==> images/flops_by_reg.png <==
The bar under the picture is 50 um long. Other sequential cells in the stronger gray, the rest of the logic in the fainter gray.
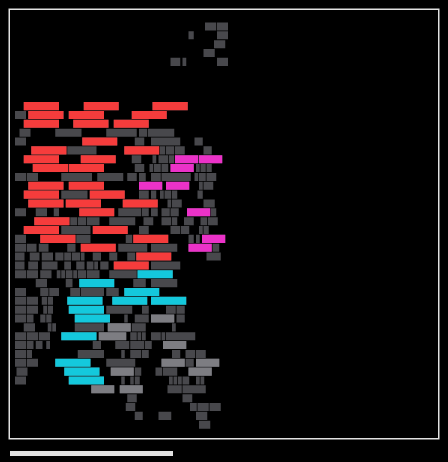
==> images/cell_density.png <==
The die is cut into 13 by 13 equal tiles; black is low, pale yellow is high, 0 to 100% covered.
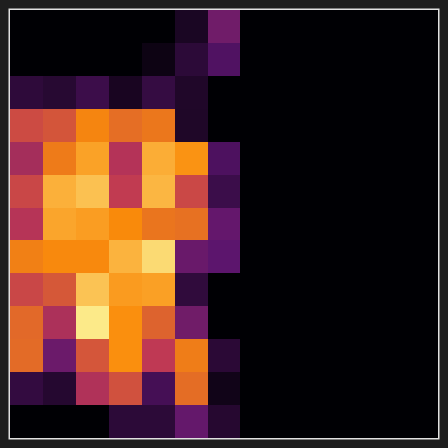
==> images/wires.png <==
The bar under the picture is 50 um long. Only two layers are drawn.
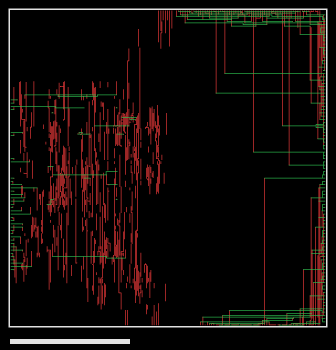
==> config.mk <==
export PLATFORM = sky130hd
export DESIGN_NAME = axi_w_router
export DESIGN_NICKNAME = d
export VERILOG_FILES = /design/src/rtl/axi_w_router.sv
export SDC_FILE = /design/constraint.sdc
export NUM_CORES = 1
export LEC_CHECK = 0
export CORE_UTILIZATION = 25
export CTS_CLUSTER_DIAMETER = 30
export DETAILED_ROUTE_END_ITERATION = 8
export PLACE_DENSITY = 0.68
export SYNTH_ARGS = -nofsm -noshare
export SYNTH_HDL_FRONTEND = slang
export SYNTH_SLANG_ARGS = --single-unit
==> constraint.sdc <==
create_clock -name ACLK -period 3.82 [get_ports ACLK]
set_input_delay 1.146 -clock ACLK [delete_from_list [all_inputs] [get_ports ACLK]]
set_output_delay 1.146 -clock ACLK [all_outputs]
set_load 0.02 [all_outputs]
==> impl_report.txt <==
PHYSICAL IMPLEMENTATION REPORT
----------------------------------------------------
[Final layout]
  Final Net Count ........................ 367
  Final std cells w/o fill ........................ 494
  Final design area excluding fillers ........................ 0.00397 mm^2
  Share of layout cells above drive strength 1 ........................ 19.4%
  Most common logic cells in the final layout ........................ edfxtp_1 (44), clkdlybuf4s50_1 (39), dfxtp_1 (17)
  Top logic cell by instance count in the layout ........................ edfxtp_1
  Number of diodes added for antenna fixing ........................ 0
  Area added between synthesis and finish ........................ -5.40%
  Flip-flop count of the largest register, all copies and words added ........................ 32

[Pwr]
  Leakage power of the design ........................ 1.33 nW
  Power Dens Cells ........................ 464 mW/mm^2
  Maximum resistive drop on vdd ........................ 0.287 mV

[Clock tree]
  Clk_lat worst skew ........................ 0.33 ns
  Cts-stage hold buffer count ........................ 0
  Sinks on the clock net ........................ 62
  Maximum clock path buffer count ........................ 2
  Clock Pin Slew Worst Setup and Hold Paths ........................ 0.06 ns
  Number of buffers created by CTS ........................ 9
  Clock root cell ........................ clkbuf_16
  Total number of H-tree levels ........................ 3
  Clock tree from TritonCTS ........................ done

[Logic synthesis]
  Net count of the mapped netlist ........................ 485
  Yosys warnings ........................ 0
  Top cell area share ........................ 33.1%
  Syn Inst Count ........................ 391
  Async set or reset register ratio after synthesis ........................ 0%
  Distinct lib cells used ........................ 39
  Cell count in the Yosys report ........................ 391
  Number of enable-type register cells in the synthesized netlist ........................ 44
  Area of the mapped netlist ........................ 0.00420 mm^2
  Largest area contributor in the netlist ........................ buf_4
  Most frequently used flop master after synthesis ........................ edfxtp_1
  Register share after synthesis ........................ 40.1%
  Top area cell types ........................ buf_4 (33%), edfxtp_1 (31%), dfxtp_1 (8.6%)
  Avg Synthesized Cell Area ........................ 10.7 um^2
  Synthesis area per yosys ........................ 0.00420 mm^2
  Register bit total from synthesis ........................ 62

[Timing]
  Headroom to the max-slew limit ........................ 53.8%
  Period utilisation layout ........................ 99.2%
  Total count of max-transition violations in the final report ........................ 0
  Final tally of hold violations ........................ 0
  Unrepaired setup endpoints after global routing ........................ yes
  Worst slew pin tran ........................ 0.693 ns
  Setup total negative slack ........................ 0 ns
  Max Freq ........................ 264 MHz
  Final setup vio count ........................ 0
  Largest clock skew in the final design ........................ 0.00739 ns
  Post-layout min period ........................ 3.79 ns

[Place]
  Total placed instance area ........................ 0.00365 mm^2
  RD Place Congestion ........................ 0.789
  Port bufs ........................ 49
  Detailed placement HPWL ........................ 6.34 mm
  Placed cell count ........................ 475

[Critical path]
  Cell-by-cell trace of the critical path ........................ mux4_2 -> mux2i_2 -> a2111o_1 -> a211oi_4 -> nor4b_4 -> buf_4
  Data required time at the worst endpoint ........................ 2.67 ns
  Slack of the worst reg-to-reg path ........................ 0.26 ns
  Critical Path End Type ........................ output pin
  Largest stage delay on the critical path ........................ 0.57 ns
  Element type at the critical path start ........................ register
  Worst-path fanout max ........................ 3
  Worst Reg2Reg Path Length in Cells ........................ 15
  Cell with the largest stage delay on the worst path ........................ mux4_2
  Worst Path Class, Setup ........................ reg2out
  Data arrival, critical path ........................ 2.64 ns

[Detailed routing]
  Initial DRT Pass Iterations ........................ 4
  DRC violation total after the first TritonRoute iteration ........................ 109
  Post-route DRC ........................ 0
  Via/cell ratio ........................ 4.33
  Total number of vias ........................ 2,140
  Antenna violation net count after detailed routing ........................ 0

[Global routing]
  Number of global-route vias before repair ........................ 2,104
  Antenna violations before repair ........................ 0
  Grt ovf ........................ 0
  Pin count of the biggest net entering global routing ........................ 19
  Wire length of the first global-routing pass ........................ 12.3 mm

[Flow run]
  Maximum capacitance violations ........................ 0
  Number of warnings in the stage logs ........................ 46

[Floorplanning]
  Die area ........................ 0.0173 mm^2
  Die height ........................ 132 um
  I/O pin count ........................ 282
  Placement row count ........................ 46
  Die outline width ........................ 132 um

[Hold path]
  Hold Path Cell Cnt ........................ 2
  HP Class ........................ reg2reg

[Status]
  Run status ........................ complete, no violations

----------------------------------------------------
About flops_by_reg.png:
[sel_mem_q] cyan | placed flops: 12
[beat_cnt_q] magenta | placed flops: 8 | where: center
[len_mem_q] red | placed flops: 32
not colored: 10
Post-Route Utilization: 24.6%
Storage cell area: 0.00169 mm^2
reported sequential group power: 0.822 mW
share of cell area taken by flip-flops and latches: 42.5%

About cell_density.png:
mean over tiles: 21%
nearly empty tiles: 56%
densest ninth of the die: west
fullest tile: 96%
tiles over 75% full: 9.5%
Pre-Place Util: 26.0%
Core Footprint: 0.0161 mm^2

About wires.png:
[metal 2] red | wire length: 4,160 um
[metal 3] green | wire length: 1,320 um
routed wirelength normalized by instance count: 16.9 um
combined global-route utilization of all metal layers: 9.38%
wire length after detailed routing: 8.35 mm

final cells by class:
type,instances,area [um^2]
Clock inverter,7,55.1
Clock buffer,9,225
Multi-Input combinational cell,128,1090
Timing Repair Buffer,64,608
Fill cell,1718,12100
Sequential cell,62,1690
Tap cell,216,270
Inverter,8,30.0
Yosys cell counts (all sizes together), types with 2 or more instances:
cell type	number
buf	189
edfxtp	44
dfxtp	18
nor2	15
xnor2	12
mux4	11
nand2	11
a21oi	10
inv	8
ha	7
a2bb2oi	6
and2	6
nor4	5
clkbuf	4
nand4	4
o21ai	4
or3	4
or4	4
a211oi	3
mux2i	3
nand2b	3
nand3	3
nor2b	2
nor3b	2
nor4b	2
or2	2
timing repair:
item,4_1_cts,5_1_grt
buffers inserted,3,0
setup endpoints to repair,7,1
resized,31,0
cloned,0,0
pin swaps,3,0
routing by layer:
| metal | up-vias | global-route usage (%) | part of all wire, % |
|---|---|---|---|
| li1 | 921 | - | - |
| met1 | 988 | 8.68 | 33 |
| met2 | 218 | 15.9 | 50 |
| met3 | 13 | 6.37 | 16 |
| met4 | 0 | 3.88 | 1.6 |
| met5 | - | 0.585 | 0 |
kinds of logic (layout without fill, tap and decap cells):
kind of cell | count (synthesis) | count (layout) | share of synthesized area (%)
xor+xnor | 13 | 13 | 2.71
simple gates | 67 | 67 | 8.80
compound gates | 26 | 26 | 4.24
buf+inv | 201 | 88 | 34.8
mux | 14 | 14 | 6.80
flops | 62 | 62 | 40.1
fa+ha+maj | 8 | 8 | 2.56
metrics by stage:
stage	hold slack, ns	power, mW	setup WS [ns]
global placement	0.499	1.08	-0.691
finish	0.518	1.84	0.0309
detailed placement	0.511	1.10	-0.706
global route	0.556	1.91	-0.0418
floorplan	0.473	1.26	0.0903
CTS	0.519	1.85	0.00776
critical path, delay by kind of cell (launching register included):
| family | cells | cell delay (ns) |
|---|---|---|
| flip-flops | 1 | 0.37 |
| buffers and inverters | 1 | 0.19 |
| AND-OR/OR-AND | 2 | 0.71 |
| multiplexers | 2 | 0.77 |
| AND/OR/NAND/NOR | 1 | 0.27 |
power breakdown:
group          internal (mW)  leakage [nW]  total (mW)  switching, mW
registers              0.788         0.547       0.822         0.0347
clock network          0.446         0.133       0.761          0.315
logic                  0.127         0.648       0.257          0.130
total                   1.36          1.33        1.84          0.480
No activity file was given, so power comes from the tool's default toggle rates.
